Figure 1. Pin placement.
Drawn at 3 px/µm. Pins as bars across the die edge, other pins in gray.
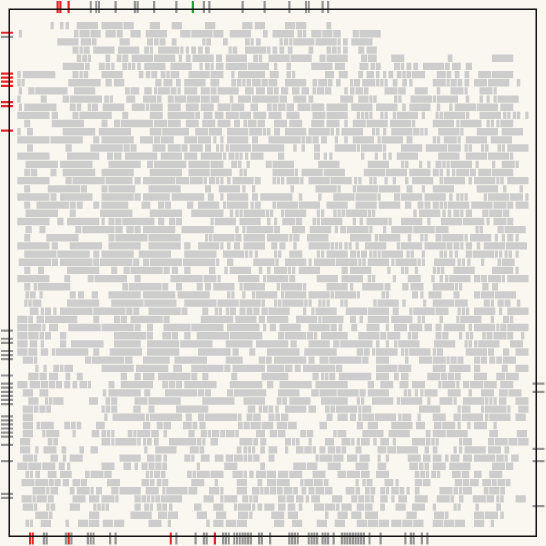
Figure 2. I/O nets highlighted.
Drawn at 1.5 px/µm.
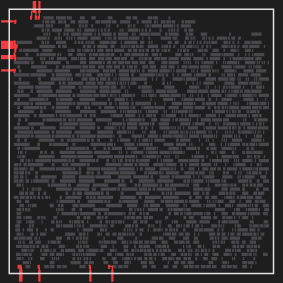
$ cat src/rtl/mpx_limiter.sv
// mpx_limiter: lookahead peak limiter for the stereo composite (MPX) stream.
// A LOOKAHEAD-deep delay line gives the gain state machine time to pull the
// gain down before a peak reaches the multiplier. The output is then limited
// to the signed 16-bit range.
//
// Optional feature macro: MPX_LIMITER_HARDCLIP_EN
//   defined   : the output is clamped to [-threshold, +threshold] and clamp
//               events are counted in clip_count (saturating).
//   undefined : 16-bit saturation only, clip_count tied to 0.
//
// state      | meaning
// -----------+---------------------------------------------------------
// ST_IDLE    | unity gain, nothing being limited
// ST_ATTACK  | last valid was over threshold, gain just stepped down
// ST_HOLD    | gain frozen while hold_q counts down to terminal 0
// ST_RELEASE | gain climbing by release_step back toward unity

module mpx_limiter #(
    parameter int          LOOKAHEAD = 8,        // power of 2, 2..64
    parameter logic [15:0] GAIN_MIN  = 16'h0800  // gain floor, Q1.15
) (
    input  logic        mclk,
    input  logic        mresetn,
    input  logic [15:0] threshold,
    input  logic [15:0] attack_step,
    input  logic [15:0] release_step,
    input  logic [15:0] mpx_in,
    input  logic        mpx_in_valid,
    output logic [15:0] mpx_out,
    output logic        mpx_out_valid,
    output logic [15:0] gain,
    output logic        limiting,
    output logic [15:0] clip_count
);

    localparam int            HW         = $clog2(LOOKAHEAD + 1);
    localparam logic [HW-1:0] HOLD_INIT  = HW'(LOOKAHEAD);
    localparam logic [15:0]   GAIN_UNITY = 16'h8000;

    localparam logic [1:0] ST_IDLE    = 2'd0;
    localparam logic [1:0] ST_ATTACK  = 2'd1;
    localparam logic [1:0] ST_HOLD    = 2'd2;
    localparam logic [1:0] ST_RELEASE = 2'd3;

    // lookahead delay line
    logic [15:0]        dline [LOOKAHEAD];
    logic [15:0]        d;

    // peak detection
    logic [15:0]        mag;
    logic               over;

    // gain state machine
    logic [1:0]         state_q;
    logic [1:0]         state_nxt;
    logic [HW-1:0]      hold_q;
    logic [HW-1:0]      hold_nxt;
    logic [15:0]        gain_q;
    logic [15:0]        gain_nxt;
    logic               limiting_q;
    logic [16:0]        gain_dec;
    logic [16:0]        gain_inc;
    logic [15:0]        gain_att;
    logic [15:0]        gain_rel;

    // multiply and output pipeline
    logic signed [31:0] prod;
    logic               prod_unused;
    logic signed [16:0] p_q;
    logic               p_vld_q;
    logic signed [17:0] p_ext;
    logic signed [17:0] clamped;
    logic [15:0]        out_val;
    logic [15:0]        out_q;
    logic               out_vld_q;

`ifdef MPX_LIMITER_HARDCLIP_EN
    logic signed [17:0] thr_pos;
    logic signed [17:0] thr_neg;
    logic               clip_evt;
    logic [15:0]        clip_q;
`endif

    // Shift a new sample into the delay line on every input valid
    always_ff @(posedge mclk) begin
        if (!mresetn) begin
            for (int i = 0; i < LOOKAHEAD; i++) begin
                dline[i] <= '0;
            end
        end else if (mpx_in_valid) begin
            dline[0] <= mpx_in;
            for (int i = 1; i < LOOKAHEAD; i++) begin
                dline[i] <= dline[i-1];
            end
        end
    end

    // The oldest entry is the sample presented to the multiplier
    assign d = dline[LOOKAHEAD-1];

    // Magnitude of the incoming sample; -32768 saturates so it fits 15 bits
    always_comb begin
        if (mpx_in == 16'h8000) begin
            mag = 16'h7FFF;
        end else if (mpx_in[15]) begin
            mag = ~mpx_in + 16'd1;
        end else begin
            mag = mpx_in;
        end
    end

    assign over = (mag > threshold);

    // 17-bit gain arithmetic so neither direction can wrap
    assign gain_dec = {1'b0, gain_q} - {1'b0, attack_step};
    assign gain_inc = {1'b0, gain_q} + {1'b0, release_step};

    // Saturate the attack result at the floor and the release result at unity
    always_comb begin
        if (gain_dec[16] || (gain_dec[15:0] < GAIN_MIN)) begin
            gain_att = GAIN_MIN;
        end else begin
            gain_att = gain_dec[15:0];
        end
        if (gain_inc >= {1'b0, GAIN_UNITY}) begin
            gain_rel = GAIN_UNITY;
        end else begin
            gain_rel = gain_inc[15:0];
        end
    end

    // Next-state logic; an over-threshold sample restarts ATTACK from any state
    always_comb begin
        state_nxt = state_q;
        hold_nxt  = hold_q;
        gain_nxt  = gain_q;
        if (over) begin
            gain_nxt  = gain_att;
            hold_nxt  = HOLD_INIT;
            state_nxt = ST_ATTACK;
        end else begin
            case (state_q)
                ST_ATTACK, ST_HOLD: begin
                    hold_nxt  = hold_q - HW'(1);
                    state_nxt = (hold_nxt == '0) ? ST_RELEASE : ST_HOLD;
                end
                ST_RELEASE: begin
                    gain_nxt = gain_rel;
                    if (gain_rel == GAIN_UNITY) begin
                        state_nxt = ST_IDLE;
                    end
                end
                default: begin
                    state_nxt = state_q;
                end
            endcase
        end
    end

    // Gain state registers advance only on input valids
    always_ff @(posedge mclk) begin
        if (!mresetn) begin
            state_q    <= ST_IDLE;
            hold_q     <= '0;
            gain_q     <= GAIN_UNITY;
            limiting_q <= 1'b0;
        end else if (mpx_in_valid) begin
            state_q    <= state_nxt;
            hold_q     <= hold_nxt;
            gain_q     <= gain_nxt;
            limiting_q <= (state_nxt != ST_IDLE);
        end
    end

    // Delayed sample times the pre-update gain; gain never exceeds 2^15 so
    // prod[31:15] is the exact arithmetic shift by 15
    assign prod        = $signed({{16{d[15]}}, d}) * $signed({16'b0, gain_q});
    assign prod_unused = ^prod[14:0];

    // First pipeline stage: capture the scaled sample
    always_ff @(posedge mclk) begin
        if (!mresetn) begin
            p_q     <= '0;
            p_vld_q <= 1'b0;
        end else begin
            p_vld_q <= mpx_in_valid;
            if (mpx_in_valid) begin
                p_q <= prod[31:15];
            end
        end
    end

    // Output limiting: optional clamp to +/-threshold, then 16-bit saturation
    always_comb begin
        p_ext   = {p_q[16], p_q};
        clamped = p_ext;
`ifdef MPX_LIMITER_HARDCLIP_EN
        thr_pos  = $signed({2'b00, threshold});
        thr_neg  = -thr_pos;
        clip_evt = 1'b0;
        if (p_ext > thr_pos) begin
            clamped  = thr_pos;
            clip_evt = 1'b1;
        end else if (p_ext < thr_neg) begin
            clamped  = thr_neg;
            clip_evt = 1'b1;
        end
`endif
        if (clamped > 18'sd32767) begin
            out_val = 16'h7FFF;
        end else if (clamped < -18'sd32768) begin
            out_val = 16'h8000;
        end else begin
            out_val = clamped[15:0];
        end
    end

    // Second pipeline stage: registered output and one-cycle strobe
    always_ff @(posedge mclk) begin
        if (!mresetn) begin
            out_q     <= '0;
            out_vld_q <= 1'b0;
        end else begin
            out_vld_q <= p_vld_q;
            if (p_vld_q) begin
                out_q <= out_val;
            end
        end
    end

`ifdef MPX_LIMITER_HARDCLIP_EN
    // Count clamped output samples, sticking at all-ones
    always_ff @(posedge mclk) begin
        if (!mresetn) begin
            clip_q <= '0;
        end else if (p_vld_q && clip_evt && (clip_q != 16'hFFFF)) begin
            clip_q <= clip_q + 16'd1;
        end
    end

    assign clip_count = clip_q;
`else
    assign clip_count = '0;
`endif

    assign mpx_out       = out_q;
    assign mpx_out_valid = out_vld_q;
    assign gain          = gain_q;
    assign limiting      = limiting_q;

endmodule

$ cat config.mk
export PLATFORM = sky130hd
export DESIGN_NAME = mpx_limiter
export DESIGN_NICKNAME = d
export VERILOG_FILES = /design/src/rtl/mpx_limiter.sv
export SDC_FILE = /design/constraint.sdc
export NUM_CORES = 1
export LEC_CHECK = 0
export ABC_CLOCK_PERIOD_IN_PS = 17200
export CORE_MARGIN = 2
export CORE_UTILIZATION = 60
export DETAILED_ROUTE_END_ITERATION = 8
export PLACE_DENSITY_LB_ADDON = 0.1
export SLEW_MARGIN = 10
export SYNTH_ARGS = -nofsm -noshare
export SYNTH_HDL_FRONTEND = slang
export SYNTH_SLANG_ARGS = --single-unit
$ cat constraint.sdc
create_clock -name mclk -period 17.2 [get_ports mclk]
set_input_delay 1.72 -clock mclk [delete_from_list [all_inputs] [get_ports mclk]]
set_output_delay 1.72 -clock mclk [all_outputs]
set_load 0.005 [all_outputs]
==> results.toml <==
# yosys + openroad results
[outcome]
status = "finished clean"

[pwr]
power_frac_clock_pct = 30.2
internal_power_w = 0.000857
p_leak_nw = 9.25
top_power_group = "registers"
comb_cell_power_w = 0.000340

[logic_synthesis]
ys_cells = 1813
syn_inst = 1813
ys_types = 68
postSynthSeqShare_pct = 28.5
edf_count = 128
ys_warn_count = 0
area_leaders = "fa_1, edfxtp_1, ha_1, dfxtp_1, inv_1"
ys_sh_adder_pct = 34.1
yosys.area.top_type = "fa_1"
yosys_area_um2 = 17600

[cells_and_area]
flops = 186
clockNetworkAreaShare_pct = 3.00
seq_share_pct = 25.8
nets = 2294
nNonClkInverters = 264
largest_cell_class = "combinational gates"

[critical_path]
critical_path_class = "register to register"
crit_path_start = "gain[12]"
cpMaxStageDelayCell = "dfxtp_1"
endpoint_kind = "register"

[timing]
timing.final.ws_setup_ns = 10.51
min_period_over_period_pct = 38.9
min_period_ns = 6.69
hold_slack_ns = 0.464

[grt]
grt.total_usage_pct = 27.2
met3_usage_pct = 3.09
grt_max_degree = 116
antenna_found_initial = 0

[clocking]
clockRootBuffer = "clkbuf_16"
cts_made_buffers = 17
cts_resized = 0
clkSinkCount = 186
ctsHoldBuffers = 0
clk_latency_ns = 0.43

[floorplan]
fp_util_pct = 61.1
num_tap_cells = 384

[job]
cap_viol_max_count = 0

[placement]
dpl_cell_area_um2 = 18800

[detailed_routing]
dr_wl_met3_mm = 1.58
drt_first_pass_iters = 5
routedWlPerCell_um = 17.5
first_iter_violations = 733
## Picture notes: Figure 1
| color | port | pins | direction | edge |
|---|---|---|---|---|
| red | clip_count | 16 | output | 8 left, 5 bottom, 3 top |
| green | mpx_out_valid | 1 | output | top |
all pins by edge: 59 bottom, 32 left, 21 top, 5 right
PortBufs: 100
Die W: 175 µm
Vert. Die Dim: 175 µm

## Picture notes: Figure 2
| color | port | bits | direction | edge | end cells | buffers | wire |
|---|---|---|---|---|---|---|---|
| red | clip_count | 16 | output | 8 left, 5 bottom, 3 top | 16 | 0 | 68.3 µm |
# IOs: 117

